==> src/rtl/onn_pkg.sv <==
// onn_pkg: shared ONN scheduler state encoding, default phase width and modular phase arithmetic.
package onn_pkg;

  localparam int ONN_PHASE_W = 4;

  typedef logic [1:0] sched_state_t;

  localparam sched_state_t ST_IDLE    = 2'd0;
  localparam sched_state_t ST_ARM     = 2'd1;
  localparam sched_state_t ST_MEASURE = 2'd2;
  localparam sched_state_t ST_WRITE   = 2'd3;

  // Callers keep only their phase width of the result, which gives the modulo-2^W wrap.
  function automatic logic [31:0] phase_add(input logic [31:0] phi,
                                            input logic [31:0] diff,
                                            input logic        lead);
    return lead ? (phi - diff) : (phi + diff);
  endfunction

endpackage

==> src/rtl/onn_phase_table.sv <==
// onn_phase_table: per-neuron phase register file with one accumulate-write port
// and a flattened read-out (neuron i at bits [i*PHASE_W +: PHASE_W]).
module onn_phase_table
  import onn_pkg::*;
#(
  parameter int N_NEURONS = 4,
  parameter int PHASE_W   = ONN_PHASE_W,
  parameter int IDX_W     = $clog2(N_NEURONS)
) (
  input  logic                           clk,
  input  logic                           rst_n,
  input  logic                           we,
  input  logic [IDX_W-1:0]               idx,
  input  logic [PHASE_W-1:0]             diff,
  input  logic                           lead,
  output logic [N_NEURONS*PHASE_W-1:0]   phase_vec
);

  logic [PHASE_W-1:0] entries [N_NEURONS];

  always_ff @(posedge clk or negedge rst_n) begin
    if (!rst_n) begin
      for (int i = 0; i < N_NEURONS; i++) begin
        entries[i] <= '0;
      end
    end else if (we) begin
      entries[idx] <= PHASE_W'(phase_add(32'(entries[idx]), 32'(diff), lead));
    end
  end

  always_comb begin
    phase_vec = '0;
    for (int i = 0; i < N_NEURONS; i++) begin
      phase_vec[i*PHASE_W +: PHASE_W] = entries[i];
    end
  end

endmodule

==> src/rtl/onn_phase_scheduler.sv <==
// onn_phase_scheduler: time-multiplexes one phase-difference measurement unit across the ONN neurons.
// Optional measurement timeout and sticky err flag are enabled with `define ONN_SCHED_TIMEOUT_EN.
module onn_phase_scheduler
  import onn_pkg::*;
#(
  parameter int N_NEURONS = 4,
  parameter int PHASE_W   = ONN_PHASE_W
`ifdef ONN_SCHED_TIMEOUT_EN
  ,
  parameter int TMO_CYC   = 64
`endif
) (
  input  logic                               clk,
  input  logic                               rst_n,
  input  logic                               start,
  input  logic                               cont,
  input  logic                               soft_clr,
  input  logic                               ref_osc,
  input  logic                               meas_done,
  input  logic [PHASE_W-1:0]                 meas_diff,
  input  logic                               meas_lead,
  output logic [$clog2(N_NEURONS)-1:0]       sel,
  output logic                               meas_start,
  output logic [N_NEURONS*PHASE_W-1:0]       phase_vec,
  output logic                               busy,
  output logic                               sweep_done
`ifdef ONN_SCHED_TIMEOUT_EN
  ,
  output logic                               err
`endif
);

  localparam int SEL_W = $clog2(N_NEURONS);

  sched_state_t       state;
  logic               ref_q;
  logic               ref_rise;
  logic [PHASE_W-1:0] diff_q;
  logic               lead_q;
  logic               last_sel;
  logic [SEL_W-1:0]   next_sel;
  sched_state_t       adv_state;
  logic               table_we;
  logic               tmo_hit;

  assign ref_rise  = ref_osc & ~ref_q;
  assign busy      = (state != ST_IDLE);
  assign last_sel  = (sel == SEL_W'(N_NEURONS - 1));
  assign next_sel  = last_sel ? '0 : sel + SEL_W'(1);
  assign adv_state = (last_sel && !cont) ? ST_IDLE : ST_ARM;
  assign table_we  = (state == ST_WRITE) && !soft_clr;

`ifdef ONN_SCHED_TIMEOUT_EN
  localparam int TMO_W = $clog2(TMO_CYC + 1);

  logic [TMO_W-1:0] tmo_cnt;

  assign tmo_hit = (state == ST_MEASURE) && !meas_done && (tmo_cnt == TMO_W'(TMO_CYC - 1));

  // Counter is held at zero outside MEASURE so every measurement gets a full window.
  always_ff @(posedge clk or negedge rst_n) begin
    if (!rst_n) begin
      tmo_cnt <= '0;
      err     <= 1'b0;
    end else begin
      if (state != ST_MEASURE || soft_clr) begin
        tmo_cnt <= '0;
      end else begin
        tmo_cnt <= tmo_cnt + TMO_W'(1);
      end
      if (!soft_clr && state == ST_IDLE && start) begin
        err <= 1'b0;
      end else if (tmo_hit && !soft_clr) begin
        err <= 1'b1;
      end
    end
  end
`else
  assign tmo_hit = 1'b0;
`endif

  // The reference edge detector runs in every state so ARM never sees a stale previous level.
  always_ff @(posedge clk or negedge rst_n) begin
    if (!rst_n) begin
      state      <= ST_IDLE;
      sel        <= '0;
      ref_q      <= 1'b0;
      meas_start <= 1'b0;
      sweep_done <= 1'b0;
      diff_q     <= '0;
      lead_q     <= 1'b0;
    end else begin
      ref_q      <= ref_osc;
      meas_start <= 1'b0;
      sweep_done <= 1'b0;
      if (soft_clr) begin
        state <= ST_IDLE;
        sel   <= '0;
      end else begin
        case (state)
          ST_IDLE: begin
            if (start) begin
              state <= ST_ARM;
              sel   <= '0;
            end
          end
          ST_ARM: begin
            if (ref_rise) begin
              meas_start <= 1'b1;
              state      <= ST_MEASURE;
            end
          end
          ST_MEASURE: begin
            if (meas_done) begin
              diff_q <= meas_diff;
              lead_q <= meas_lead;
              state  <= ST_WRITE;
            end else if (tmo_hit) begin
              sel        <= next_sel;
              state      <= adv_state;
              sweep_done <= last_sel;
            end
          end
          ST_WRITE: begin
            sel        <= next_sel;
            state      <= adv_state;
            sweep_done <= last_sel;
          end
          default: state <= ST_IDLE;
        endcase
      end
    end
  end

  onn_phase_table #(
    .N_NEURONS (N_NEURONS),
    .PHASE_W   (PHASE_W),
    .IDX_W     (SEL_W)
  ) u_table (
    .clk       (clk),
    .rst_n     (rst_n),
    .we        (table_we),
    .idx       (sel),
    .diff      (diff_q),
    .lead      (lead_q),
    .phase_vec (phase_vec)
  );

endmodule

==> config.mk <==
export PLATFORM = sky130hd
export DESIGN_NAME = onn_phase_scheduler
export DESIGN_NICKNAME = d
export VERILOG_FILES = /design/src/rtl/onn_pkg.sv /design/src/rtl/onn_phase_table.sv /design/src/rtl/onn_phase_scheduler.sv
export SDC_FILE = /design/constraint.sdc
export NUM_CORES = 1
export LEC_CHECK = 0
export CAP_MARGIN = 20
export CORE_UTILIZATION = 55
export CTS_BUF_LIST = sky130_fd_sc_hd__clkbuf_8
export CTS_CLUSTER_DIAMETER = 100
export DETAILED_ROUTE_END_ITERATION = 8
export PLACE_DENSITY = 0.86
export SKIP_CTS_REPAIR_TIMING = 1
export SLEW_MARGIN = 30
export SYNTH_ARGS = -nofsm -noshare
export SYNTH_HDL_FRONTEND = slang
export SYNTH_HIERARCHICAL = 1
export SYNTH_SLANG_ARGS = --single-unit
==> constraint.sdc <==
create_clock -name clk -period 7.61 [get_ports clk]
set_input_delay 1.9025 -clock clk [delete_from_list [all_inputs] [get_ports clk]]
set_output_delay 1.9025 -clock clk [all_outputs]
set_load 0.005 [all_outputs]
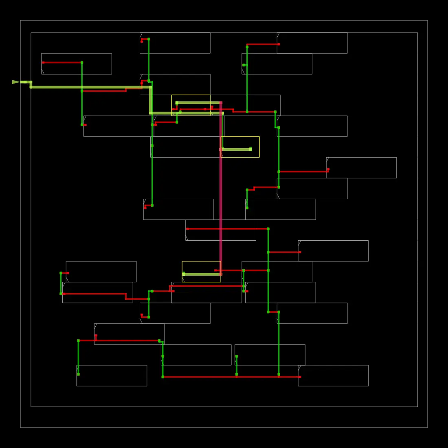
**Above:** the clock network.
Layout Skew: 0.00311 ns
clk ins delay skew pair: 0.27 ns
# clock sinks: 28

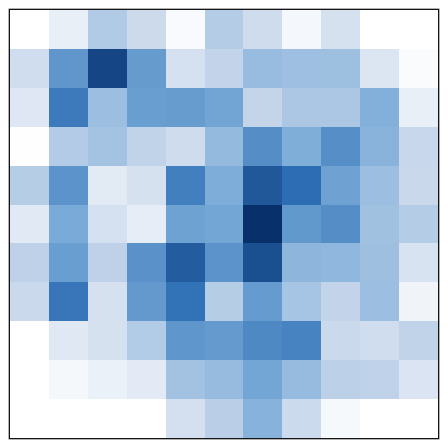
**Above:** wire density map.
The die is cut into 11 by 11 equal tiles; white is low, dark blue is high, scaled to the fullest tile. Values are wire area over tile area, all layers added.
nearly empty tiles: 9.9%
densest ninth of the die: middle
fullest tile: 0.49

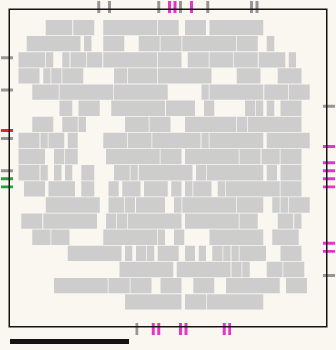
**Above:** I/O pins on the die edge.
Bar = 20 µm. Pins as bars across the die edge, other pins in gray.
legend:
  start:
    color: red
    pins: 1
    direction: input
    edge: left
  phase_vec:
    color: magenta
    pins: 16
    direction: output
    edge: 7 right, 6 bottom, 3 top
  sel:
    color: green
    pins: 2
    direction: output
    edge: left

==> impl_metrics.ini <==
; yosys + openroad results
[outcome]
status = completed

[power]
power_frac_seq_pct = 35.5
p_leak_nw = 0.837
clkPwrFrac_pct = 13.5
internal-power_mw = 0.364
p_switching_mw = 0.216
finalPower_mw = 0.580
combinationalPowerShare_pct = 50.9
power.density_nw_per_um2 = 316
ir_drop_uv = 269
switching_share_pct = 37.3

[synthesis]
simple_gate_area_share_pct = 10.6
syn_area_per_cell_um2 = 11.8
synthTopCellsByArea = dfrtp_1 (48%), ha_1 (7.8%), mux2_2 (7.8%)
ys_cells = 123
ys_seq_elements = 28
yosysTopAreaCell = dfrtp_1
yosys_warnings = 6
ys_types = 32
ys_sh_adder_pct = 9.17
top_cells_by_count = dfrtp_1 (28), o21ai_0 (13), nand2_1 (12)
synth_area_um2 = 1450
edf_count = 0
xor_share_pct = 3.46
synth_dominant_cell_count = dfrtp_1
synth_nets = 145
synth_top_flop_cell = dfrtp_1
mux_share_pct = 15.5
synthAoiAreaFrac_pct = 8.56
ys_seq_share_pct = 48.4
syn_inst = 123
yosysChipArea_um2 = 1450

[timing]
finalSetupTns_ns = 0
hold_violations = 0
fin_crit_sh_pct = 46.6
slew_violations = 0
fin_ws_ns = 4.07
setup_viol = 0
worst_slew_pin_slew_ns = 0.542
fmax_mhz = 282
whs_ns = 0.505
fin_crit_ns = 3.54
slew_headroom_pct = 63.9

[worst_setup_path]
setup.worst_path.start_class = flop
ff2ff_setup_slack_ns = 4.86
critPathCapture = busy
reg2regPathDepth = 6
end_kind = primary output
cp.arrival_ns = 1.64
r2r-end = u_table/phase_vec[7]
crit_start = state[0]
cp_max_fo = 5
r2r-start = sel[0]
worstSetupPathType = reg -> out
required_ns = 5.71

[layout]
area.growth.synth_to_final_pct = 26.7
fin_nets = 180
fill_cells = 172
final_util_pct = 74.0
nNonClkInverters = 11
layout_top_cell = clkdlybuf4s50_1
seq_area_um2 = 701
drive_gt1_share_pct = 10.3
n_all_buffers = 33
logic_gate_count = 81
postLayoutCellArea_um2 = 1830
nClkBuffers = 3
antenna_cells = 0
signal_buffer_area_fraction_pct = 17.9
dominant_cells = sequential cells
instances_no_fill = 186
mostFrequentLayoutCells = clkdlybuf4s50_1 (32), dfrtp_1 (28), o21ai_0 (13)
combGateArea_um2 = 684
flops = 28
comb_share_pct = 37.3
clk_share_pct = 2.25

[drt]
post_drt_wl_per_cell_um = 16.0
vias_per_cell = 5.73
drt_iter0_drc = 23
wirelength_mm = 2.98
vias = 1065
drtAntennaViolNets = 0
drc = 0
drt-pass1-iter-count = 4

[flow_run]
warnings = 29
cap_violations = 0

[die]
fp_util_pct = 58.4
core_um2 = 2480
die_w_um = 53.3
die_y_um = 53.3
num_tap_cells = 30
row_count = 18
chipArea_um2 = 2840

[global_routing]
grt_use_total_pct = 23.2
grt_pass1_wl_mm = 4.51
grt_max_degree = 29
grt_pass1_vias = 989
grt_overflow = 0

[placement]
dp_worst_setup_slack_ns = 4.02
dp_cells = 183
routabilityCongestion = 0.807
portBuffers = 32
place_area_um2 = 1790

[hold_path]
min_to = u_table/phase_vec[13]
hold_path_class = reg -> reg
min_from = u_table/phase_vec[13]

[clock_network]
clk_pin_slew_ns = 0.09
root_buffer = clkbuf_8
cts-buffers-inserted = 3
clock_path_buffers = 2
cts_tree = done
cts_max_level = 1
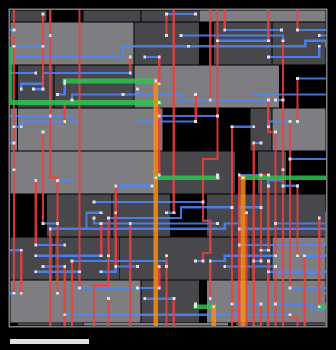
**Above:** close-up of the layout.
Bar = 5 µm. Region (17, 27) to (37, 47) µm. Cells in gray, sequential cells in the stronger gray; small squares are vias.
legend:
  metal 1:
    color: blue
  metal 2:
    color: red
  metal 4:
    color: orange
  metal 3:
    color: green
most frequent: dfrtp_1 (6), mux2_2 (5), clkdlybuf4s50_1 (3)
netlist names of flops here include: u_table/phase_vec (4)
cells with their middle in the window: 22
sequential cells in the window: 6

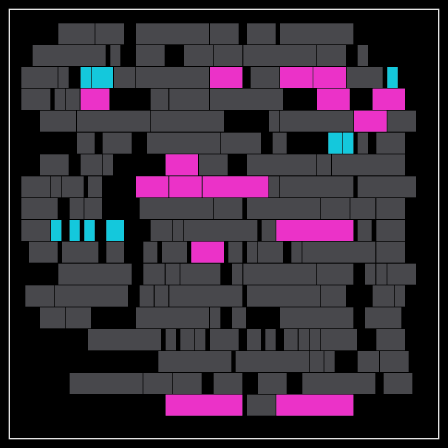
**Above:** gate-type map.
legend:
  nor cells:
    color: cyan
    cells: 9
    most_used: nor2_1
  mux cells:
    color: magenta
    cells: 15
    most_used: mux2_2

worst max-delay path: stages, from the launching register on:
cell	delay [ns]
dfrtp_1	0.44
inv_1	0.11
ha_1	0.26
inv_1	0.07
clkdlybuf4s50_1	0.49
power groups by stage:
stage,Clock (mW),Sequential [mW],Combinational (mW)
floorplan,0,0.199,0.202
global placement,0,0.206,0.271
detailed placement,0,0.208,0.294
CTS,0.0784,0.205,0.295
global route,0.0857,0.209,0.319
finish,0.0786,0.206,0.295
per-layer routing:
metal,share of wire (%),track usage [%]
met1,40,28.7
met4,2.1,9.21
met3,4.6,5.17
met5,0,0
met2,53,38.8
flip-flops by register name (all words and copies together) (netlist names):
register,cells
sweep_done,1
u_table/phase_vec,16
meas_start,1
lead_q,1
state,2
sel,2
ref_q,1
diff_q,4
Power and IR drop assume default switching activity.
